Figure 1. Selected gate families (run 1).
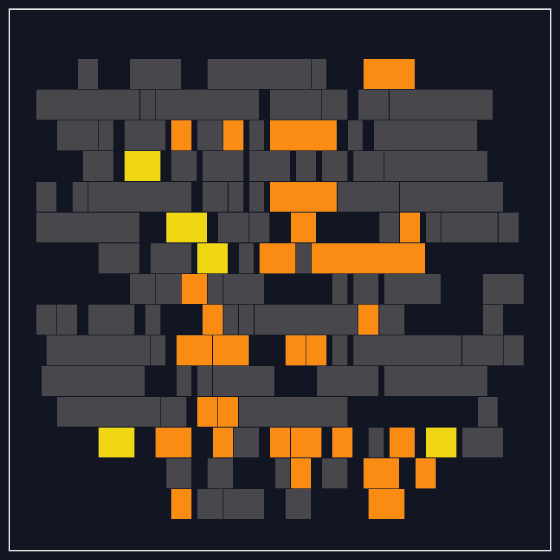
Figure 2. Port wiring (run 1).
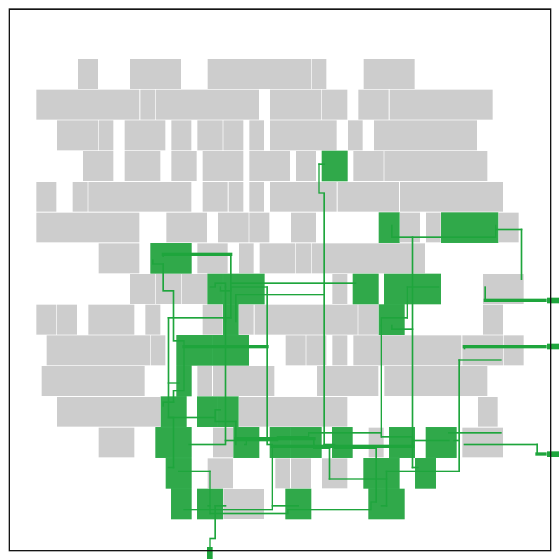
Figure 3. Routed clock nets over the placement (run 1).
Bar = 10 um.
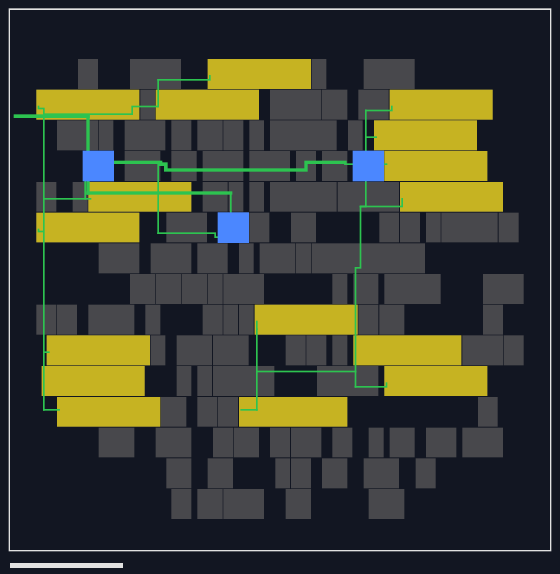
Figure 4. Signal wires by layer (run 1).
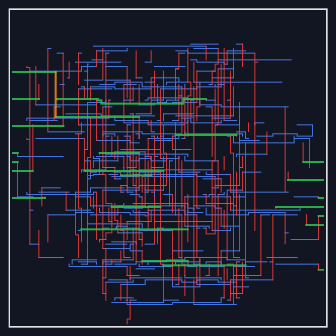
File: src/rtl/rr_grant_arbiter.sv
// Round-robin grant arbiter with hold-time budget.
// One-hot ownership of a shared resource is granted to the first requester
// found above the last owner (wrapping), held until done/drop/timeout, and
// always followed by a one-cycle idle gap before the next owner.
module rr_grant_arbiter #(
   parameter  int WIDTH    = 4,
   parameter  int MAX_HOLD = 16,
   localparam int IDX_W    = $clog2(WIDTH)
) (
   input  logic             clk_i,
   input  logic             arst_i,
   input  logic [WIDTH-1:0] req_i,
   input  logic             done_i,
   output logic [WIDTH-1:0] grant_o,
   output logic             grant_val_o,
   output logic [IDX_W-1:0] grant_idx_o,
   output logic             timeout_o
);

   // Hold counter only needs to reach MAX_HOLD-1; keep one bit when disabled.
   localparam int CNT_W = (MAX_HOLD > 0) ? $clog2(MAX_HOLD + 1) : 1;
   localparam logic [CNT_W-1:0] HOLD_LAST = (MAX_HOLD > 0) ? CNT_W'(MAX_HOLD - 1) : '0;

   typedef enum logic {
      ST_IDLE,
      ST_GRANT
   } state_t;

   state_t           state_q,     state_d;
   logic [IDX_W-1:0] ptr_q,       ptr_d;
   logic [CNT_W-1:0] hold_cnt_q,  hold_cnt_d;
   logic [WIDTH-1:0] grant_q,     grant_d;
   logic             grant_val_q, grant_val_d;
   logic [IDX_W-1:0] grant_idx_q, grant_idx_d;
   logic             timeout_q,   timeout_d;

   logic [WIDTH-1:0] mask;
   logic [WIDTH-1:0] masked_req;
   logic [IDX_W-1:0] win_idx;
   logic [WIDTH-1:0] win_onehot;
   logic             win_found;
   logic             owner_req;
   logic             waiters;
   logic             timeout_hit;
   logic             release_now;

   // Priority mask: indices strictly above the last owner search first.
   always_comb begin
      // NOTE: every combinational output gets a default before any branch;
      // a path that leaves it unassigned would infer a latch.
      mask = '0;
      for (int i = 0; i < WIDTH; i++) begin
         mask[i] = (i > int'(ptr_q));
      end
   end

   assign masked_req = req_i & mask;

   // Winner: lowest set bit above ptr, otherwise lowest set bit overall.
   always_comb begin
      win_idx    = '0;
      win_onehot = '0;
      win_found  = 1'b0;
      for (int i = 0; i < WIDTH; i++) begin
         if (!win_found && masked_req[i]) begin
            win_idx       = IDX_W'(i);
            win_onehot[i] = 1'b1;
            win_found     = 1'b1;
         end
      end
      for (int i = 0; i < WIDTH; i++) begin
         if (!win_found && req_i[i]) begin
            win_idx       = IDX_W'(i);
            win_onehot[i] = 1'b1;
            win_found     = 1'b1;
         end
      end
   end

   // Release decode while granting; timeout needs someone else waiting.
   assign owner_req   = req_i[grant_idx_q];
   assign waiters     = |(req_i & ~grant_q);
   assign timeout_hit = (MAX_HOLD != 0) && (hold_cnt_q == HOLD_LAST) && waiters;
   assign release_now = done_i || !owner_req || timeout_hit;

   // Next-state and registered-output logic for the IDLE/GRANT machine.
   always_comb begin
      state_d     = state_q;
      ptr_d       = ptr_q;
      hold_cnt_d  = hold_cnt_q;
      grant_d     = grant_q;
      grant_val_d = grant_val_q;
      grant_idx_d = grant_idx_q;
      timeout_d   = 1'b0;
      case (state_q)
         ST_IDLE: begin
            if (|req_i) begin
               grant_d     = win_onehot;
               grant_idx_d = win_idx;
               grant_val_d = 1'b1;
               hold_cnt_d  = '0;
               state_d     = ST_GRANT;
            end
         end
         ST_GRANT: begin
            if (release_now) begin
               ptr_d       = grant_idx_q;
               grant_d     = '0;
               grant_val_d = 1'b0;
               state_d     = ST_IDLE;
               // Forced release is flagged only when nothing else ended the grant.
               timeout_d   = timeout_hit && !done_i && owner_req;
            end else if (hold_cnt_q != HOLD_LAST) begin
               hold_cnt_d = hold_cnt_q + CNT_W'(1);
            end
         end
         default: begin
            state_d = ST_IDLE;
         end
      endcase
   end

   // State and output registers; reset drops the grant asynchronously.
   always_ff @(posedge clk_i or posedge arst_i) begin
      // NOTE: clocked state uses non-blocking assignments so every register
      // samples the pre-edge values regardless of statement order.
      if (arst_i) begin
         state_q     <= ST_IDLE;
         ptr_q       <= IDX_W'(WIDTH - 1);
         hold_cnt_q  <= '0;
         grant_q     <= '0;
         grant_val_q <= 1'b0;
         grant_idx_q <= '0;
         timeout_q   <= 1'b0;
      end else begin
         state_q     <= state_d;
         ptr_q       <= ptr_d;
         hold_cnt_q  <= hold_cnt_d;
         grant_q     <= grant_d;
         grant_val_q <= grant_val_d;
         grant_idx_q <= grant_idx_d;
         timeout_q   <= timeout_d;
      end
   end

   assign grant_o     = grant_q;
   assign grant_val_o = grant_val_q;
   assign grant_idx_o = grant_idx_q;
   assign timeout_o   = timeout_q;

endmodule

File: config.mk
export PLATFORM = sky130hd
export DESIGN_NAME = rr_grant_arbiter
export DESIGN_NICKNAME = d
export VERILOG_FILES = /design/src/rtl/rr_grant_arbiter.sv
export SDC_FILE = /design/constraint.sdc
export NUM_CORES = 1
export LEC_CHECK = 0
export ABC_CLOCK_PERIOD_IN_PS = 5150
export CAP_MARGIN = 40
export CORE_MARGIN = 2
export CORE_UTILIZATION = 57
export DETAILED_ROUTE_END_ITERATION = 12
export PLACE_DENSITY = 0.84
export SLEW_MARGIN = 40
export SYNTH_ARGS = -nofsm -noshare
export SYNTH_HDL_FRONTEND = slang
export SYNTH_SLANG_ARGS = --single-unit
File: constraint.sdc
create_clock -name clk_i -period 5.15 [get_ports clk_i]
set_input_delay 1.2875 -clock clk_i [delete_from_list [all_inputs] [get_ports clk_i]]
set_output_delay 1.2875 -clock clk_i [all_outputs]
set_load 0.1 [all_outputs]
==> impl_metrics.tcl, run 1 <==
# flow metrics
set metrics [dict create \
    grt-busiest-layer "met2" \
    buffer_area_frac 0.0841 \
    post-synth-top-area-cell "dfrtp_1" \
    yosys.cell_types.count 43 \
    top_cells_by_area "dfrtp_1 32%, dfstp_2 4.8%, a21oi_1 4.6%" \
    ios 15 \
    die_x_um 47.8 \
    status "finished clean" \
    syn_nets 122 \
    drtAntennaViolNets 0 \
    n_all_buffers 14 \
    critPathBufInv 1 \
    timing.rr.end "hold_cnt_q[3]$_DFFE_PP0P_" \
    synth_flop_count 16 \
    yosys-stat-area_sq_um 1090 \
    ys_seq_frac 0.368 \
    grt_util_met2 0.371 \
    grt_pass1_vias 856 \
    rrSetupSlack_ns 2.83 \
    syn_avg_cell_area_sq_um 9.69 \
    startpoint_type "primary input" \
    crit_path_cell_trace "clkdlybuf4s50_1 > mux2i_1 > o32a_1 > o311ai_2 > o41ai_2" \
    met3_usage 0.0642 \
    worstSetupEndpointType "flop" \
    critPathRequiredTime_ns 5.31 \
    nWellTaps 25 \
    syn_area_sq_um 1090 \
    drcViolationCount 0 \
    hp-start "hold_cnt_q[0]$_DFFE_PP0P_" \
    top_cell_area_share 0.320 \
    yosysWarnings 0 \
    path_depth 5 \
    ff2ff_path_depth 7 \
    mi_logic_area_sq_um 607 \
    switchingPower_mw 0.409 \
    ir_drop_uv 490 \
    clkTransAtPathRegs_ns 0.09 \
    n_fill_cell 151 \
]
About Figure 1:
family	colour	cells
AND-OR and OR-AND gates	yellow	5
inverting AOI/OAI gates	orange	29

About Figure 2:
port	colour	direction	end cells	buffers	wire
req_i	green	input	30	4	366 um

About Figure 3:
[clock wires] green | length: 179 um
[flip-flops] yellow | count: 16
[clock drivers] blue | count: 3
routed clock nets	4

About Figure 4:
layer	colour	wire length
metal 1	blue	1,030 um
metal 4	orange	6.80 um
metal 3	green	158 um
metal 2	red	1,020 um
Post-Route WL: 2220 um
Vias: 880
WL per Instance: 15.1 um
overall global routing resource usage: 0.231

run 1: synth_stat cells, types with 2 or more instances:
cell type	count
a21oi_1	10
buf_6	3
ha_1	2
dfrtp_1	14
inv_1	6
nor2b_1	4
nand2_1	10
and3_1	2
o2111ai_1	2
clkbuf_1	3
o22ai_1	2
nor2b_4	2
dfstp_2	2
mux2i_1	5
nand3_1	3
mux2_4	3
o21ai_0	5
or2_2	3
nand2b_1	4
nor2_1	5
run 1: stage by stage:
step / utilization / area, sq um / instances / setup WS [ns] / total power [mW]
6_report: 0.674 / 1190 / 147 / 2.19 / 0.739
5_1_grt: 0.674 / 1190 / 147 / 2.10 / 0.785
4_1_cts: 0.674 / 1190 / 147 / 2.20 / 0.740
3_5_place_dp: 0.660 / 1160 / 143 / 1.93 / 0.672
3_3_place_gp: 0.682 / 1200 / 143 / 1.98 / 0.687
2_1_floorplan: - / 1090 / 113 / 2.64 / 0.607
run 1: power by group through the flow:
stage	clock network (mW)	logic (mW)	registers (mW)
floorplan	0	0.219	0.388
global placement	0	0.440	0.247
detailed placement	0	0.421	0.251
CTS	0.0687	0.423	0.248
global route	0.0742	0.452	0.258
finish	0.0672	0.422	0.250
run 1: worst reg2reg max path, cell delays in order, from the launching register on:
cell and delay (ns):
dfrtp_1 0.42, ha_1 0.24, and3_1 0.20, ha_1 0.24, or3_1 0.33, o32a_1 0.30
o311ai_2 0.33, o41ai_2 0.12
run 1: sequential cells by signal (all words and copies together) (netlist names):
name         cells
grant_val_o      1
grant_o          4
hold_cnt_q       5
timeout_o        1
ptr_q            2
grant_idx_o      2
state_q          1
run 1: layer usage:
layer | up-vias | wire, um
met2 | 33 | 1020
met5 | - | 0
met3 | 2 | 158
li1 | 428 | -
met4 | 0 | 6
met1 | 417 | 1030
==> inputs of run 2 (changes only) <==
--- a/config.mk
+++ b/config.mk
@@ -5,12 +5,12 @@
 export SDC_FILE = /design/constraint.sdc
 export NUM_CORES = 1
 export LEC_CHECK = 0
-export ABC_CLOCK_PERIOD_IN_PS = 5150
+export ABC_CLOCK_PERIOD_IN_PS = 3100
 export CAP_MARGIN = 40
 export CORE_MARGIN = 2
-export CORE_UTILIZATION = 57
+export CORE_UTILIZATION = 53
 export DETAILED_ROUTE_END_ITERATION = 12
-export PLACE_DENSITY = 0.84
+export PLACE_DENSITY = 0.79
 export SLEW_MARGIN = 40
 export SYNTH_ARGS = -nofsm -noshare
 export SYNTH_HDL_FRONTEND = slang
==> constraint.sdc (replaced) <==
create_clock -name clk_i -period 3.1 [get_ports clk_i]
set_input_delay 0.775 -clock clk_i [delete_from_list [all_inputs] [get_ports clk_i]]
set_output_delay 0.775 -clock clk_i [all_outputs]
set_load 0.1 [all_outputs]
==> impl_metrics.tcl, run 2 <==
# flow metrics
set metrics [dict create \
    top_cells_by_area "dfrtp_1 32%, dfstp_2 4.8%, a21oi_1 4.6%" \
    synth_flop_count 16 \
    critPathBufInv 1 \
    n_fill_cell 195 \
    largest_reg_flops 5 \
    syn_area_sq_um 1090 \
    switchingPower_mw 0.690 \
    vias 880 \
    met3_usage 0.0212 \
    rrSetupSlack_ns 0.79 \
    ir_drop_uv 520 \
    grt_pass1_vias 783 \
    layout_top_cell "dfrtp_1" \
    die_x_um 49.5 \
    dp_slack_ns 0.405 \
    grt_usage 0.198 \
    ios 15 \
    final_util 0.623 \
    drt-wirelength-per-cell_um 15.4 \
    drcViolationCount 0 \
    path_depth 5 \
    syn_nets 122 \
    startpoint_type "primary input" \
    grt_util_met2 0.340 \
    status "finished clean" \
    yosys.cell_types.count 43 \
    top_cell_area_share 0.320 \
    drtAntennaViolNets 0 \
    hp-class "reg -> reg" \
    yosysWarnings 0 \
    grt-busiest-layer "met2" \
    worstSetupEndpointType "flop" \
    timing.rr.end "hold_cnt_q[3]$_DFFE_PP0P_" \
    wl_um 2300 \
    post-synth-top-area-cell "dfrtp_1" \
    ys_seq_frac 0.368 \
    common_cells "14 x dfrtp_1, 10 x a21oi_1, 10 x nand2_1" \
    clkTransAtPathRegs_ns 0.10 \
    mi_logic_area_sq_um 607 \
    syn_avg_cell_area_sq_um 9.69 \
    yosys-stat-area_sq_um 1090 \
]
-- run 2: cell counts in the layout (fill, tap and decap cells not counted) --
No cell type changed its count.
-- run 2: routing by layer --
| layer | up-vias | part of all wire |
|---|---|---|
| met5 | - | 0 |
| met4 | 0 | 0.018 |
| met3 | 5 | 0.030 |
| met2 | 20 | 0.50 |
| met1 | 433 | 0.45 |
| li1 | 422 | - |
-- run 2: cell type report --
| cell class | instances | share of cell area |
|---|---|---|
| multi-input combinational | 82 | 0.496 |
| sequential | 16 | 0.330 |
| timing repair buffer | 14 | 0.0983 |
| clock buffer | 4 | 0.0297 |
| tap | 27 | 0.0276 |
| inverter | 6 | 0.0184 |
-- run 2: power groups by stage --
stage / combinational (mW) / clock (mW) / sequential [mW]
2_1_floorplan: 0.364 / 0 / 0.644
3_3_place_gp: 0.718 / 0 / 0.410
3_5_place_dp: 0.727 / 0 / 0.414
4_1_cts: 0.730 / 0.146 / 0.409
5_1_grt: 0.770 / 0.155 / 0.425
6_report: 0.727 / 0.143 / 0.413
-- run 2: kinds of logic (layout without fill, tap and decap cells) --
logic type	Yosys count	after routing	synth area share
AND/OR/NAND/NOR	37	37	0.189
AND-OR/OR-AND	34	34	0.246
flip-flops	16	16	0.368
buffers and inverters	15	24	0.0777
multiplexers	9	9	0.0971
adder cells (fa/ha/maj)	2	2	0.0229
-- run 2: worst reg2reg max path, cell delays in order (launching register included) --
cell	delay, ns
dfrtp_1	0.42
ha_1	0.25
and3_1	0.19
ha_1	0.23
or3_1	0.32
o32a_1	0.30
o311ai_2	0.35
o41ai_2	0.12
-- run 2: metrics by stage --
step	total power [mW]	area (sq um)	instances
after floorplan	1.01	1090	113
after global placement	1.13	1190	145
after detailed placement	1.14	1190	145
after CTS	1.28	1220	149
after global routing	1.35	1220	149
final	1.28	1220	149
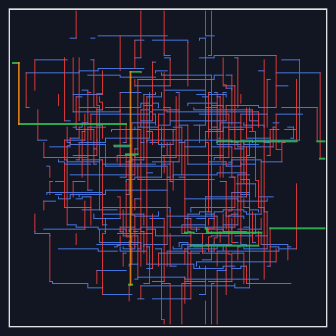
Figure 5: run 2, signal wires by layer.
layer	colour	wire length
metal 2	red	1,140 um
metal 1	blue	1,040 um
metal 4	orange	42.8 um
metal 3	green	68.1 um

==> inputs of run 3 (changes only) <==
--- a/config.mk
+++ b/config.mk
@@ -5,7 +5,7 @@
 export SDC_FILE = /design/constraint.sdc
 export NUM_CORES = 1
 export LEC_CHECK = 0
-export ABC_CLOCK_PERIOD_IN_PS = 3100
+export ABC_CLOCK_PERIOD_IN_PS = 2500
 export CAP_MARGIN = 40
 export CORE_MARGIN = 2
 export CORE_UTILIZATION = 53
==> constraint.sdc (replaced) <==
create_clock -name clk_i -period 2.5 [get_ports clk_i]
set_input_delay 0.625 -clock clk_i [delete_from_list [all_inputs] [get_ports clk_i]]
set_output_delay 0.625 -clock clk_i [all_outputs]
set_load 0.1 [all_outputs]
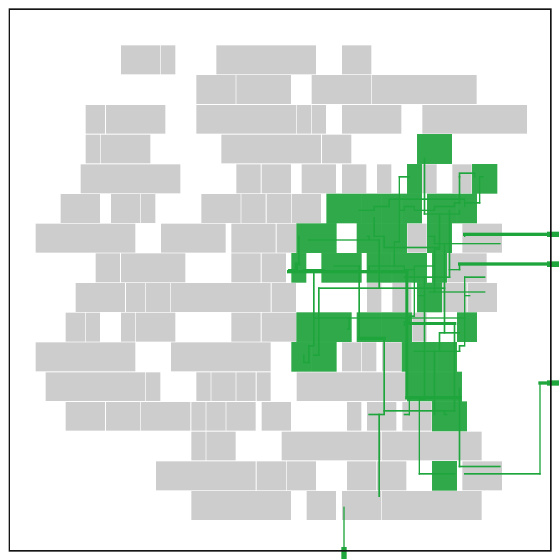
Figure 6: run 3, port wiring.
port	colour	direction	end cells	buffers	wire
req_i	green	input	30	7	333 um

==> impl_metrics.tcl, run 3 <==
# flow metrics
set metrics [dict create \
    grt_pass1_vias 885 \
    startpoint_type "flop" \
    common_cells "14 x dfrtp_1, 10 x a21oi_1, 10 x nand2_1" \
    post-synth-top-area-cell "dfrtp_1" \
    drt-wirelength-per-cell_um 15.5 \
    hp-class "reg -> reg" \
    syn_area_sq_um 1090 \
    dr_wl_met2_um 1170 \
    placed_cells 150 \
    vias 902 \
    syn_nets 122 \
    clk-power_mw 0.173 \
    top_power_group "combinational cells" \
    top_register "hold_cnt_q" \
    top_cell_area_share 0.320 \
    grt_usage 0.215 \
    syn_avg_cell_area_sq_um 9.69 \
    seq_cell_power_mw 0.519 \
    clkTransAtPathRegs_ns 0.09 \
    worstSetupEndpointType "flop" \
    dpl_cell_area_sq_um 1220 \
    pg_comb_mw 0.925 \
    final_util 0.642 \
    drtAntennaViolNets 0 \
    ir_drop_uv 650 \
    switching_share 0.538 \
    syn_inst 113 \
    dp_slack_ns 0.102 \
    switchingPower_mw 0.871 \
    fin_cells 154 \
    yosys_cells 113 \
    ios 15 \
    wl_um 2380 \
    power.total_mw 1.62 \
    yosysWarnings 0 \
    wl_met3_um 99 \
    yosys.cell_types.count 43 \
    fin_area_sq_um 1260 \
    largest_reg_flops 5 \
    top_layer "met4" \
    path_class "reg -> reg" \
    ys_seq_frac 0.368 \
    die_x_um 49.5 \
    synth_flop_count 16 \
    grt_max_degree 17 \
    top_cells_by_area "dfrtp_1 32%, dfstp_2 4.8%, a21oi_1 4.6%" \
    setup_viol 0 \
    status "finished clean" \
    drcViolationCount 0 \
    yosys-stat-area_sq_um 1090 \
    met1_length_um 1030 \
    n_fill_cell 173 \
    layout_top_cell "dfrtp_1" \
]
run 3: worst paths after layout:
kind                                           start                   endpoint  slack [ns]  depth (start not counted)
max                        hold_cnt_q[0]$_DFFE_PP0P_  hold_cnt_q[3]$_DFFE_PP0P_        0.19                          7
min                        hold_cnt_q[0]$_DFFE_PP0P_  hold_cnt_q[0]$_DFFE_PP0P_        0.52                          1
max reg2reg                hold_cnt_q[0]$_DFFE_PP0P_  hold_cnt_q[3]$_DFFE_PP0P_        0.19                          7
min reg2reg                hold_cnt_q[0]$_DFFE_PP0P_  hold_cnt_q[0]$_DFFE_PP0P_        0.52                          1
max in group asynchronous                     arst_i     grant_o[2]$_DFFE_PP0P_        1.40                          2
min in group asynchronous                     arst_i    grant_val_o$_DFFE_PP0P_        0.70                          2
run 3: cell families after synthesis:
group           Yosys count  share of synthesized area
buf+inv                  15                     0.0777
mux                       9                     0.0971
simple gates             37                      0.189
flops                    16                      0.368
fa+ha+maj                 2                     0.0229
compound gates           34                      0.246
run 3: final cells by class:
type / count / area, sq um / share of cell area
Tap cell: 27 / 33.8 / 0.0268
Inverter: 6 / 22.5 / 0.0179
Sequential cell: 16 / 403 / 0.320
Multi-Input combinational cell: 82 / 607 / 0.482
Clock buffer: 4 / 36.3 / 0.0288
Timing Repair Buffer: 19 / 158 / 0.125
run 3: critical path: stages (launching register included):
cell,delay (ns)
dfrtp_1,0.42
ha_1,0.25
and3_1,0.20
ha_1,0.25
or3_1,0.34
o32a_1,0.31
o311ai_2,0.32
o41ai_2,0.12
run 3: routing by layer:
metal,up-vias,global-route usage
met1,431,0.260
met5,-,0
met2,31,0.367
met3,11,0.0455
met4,0,0.0926
li1,429,-
Power and IR drop assume default switching activity.
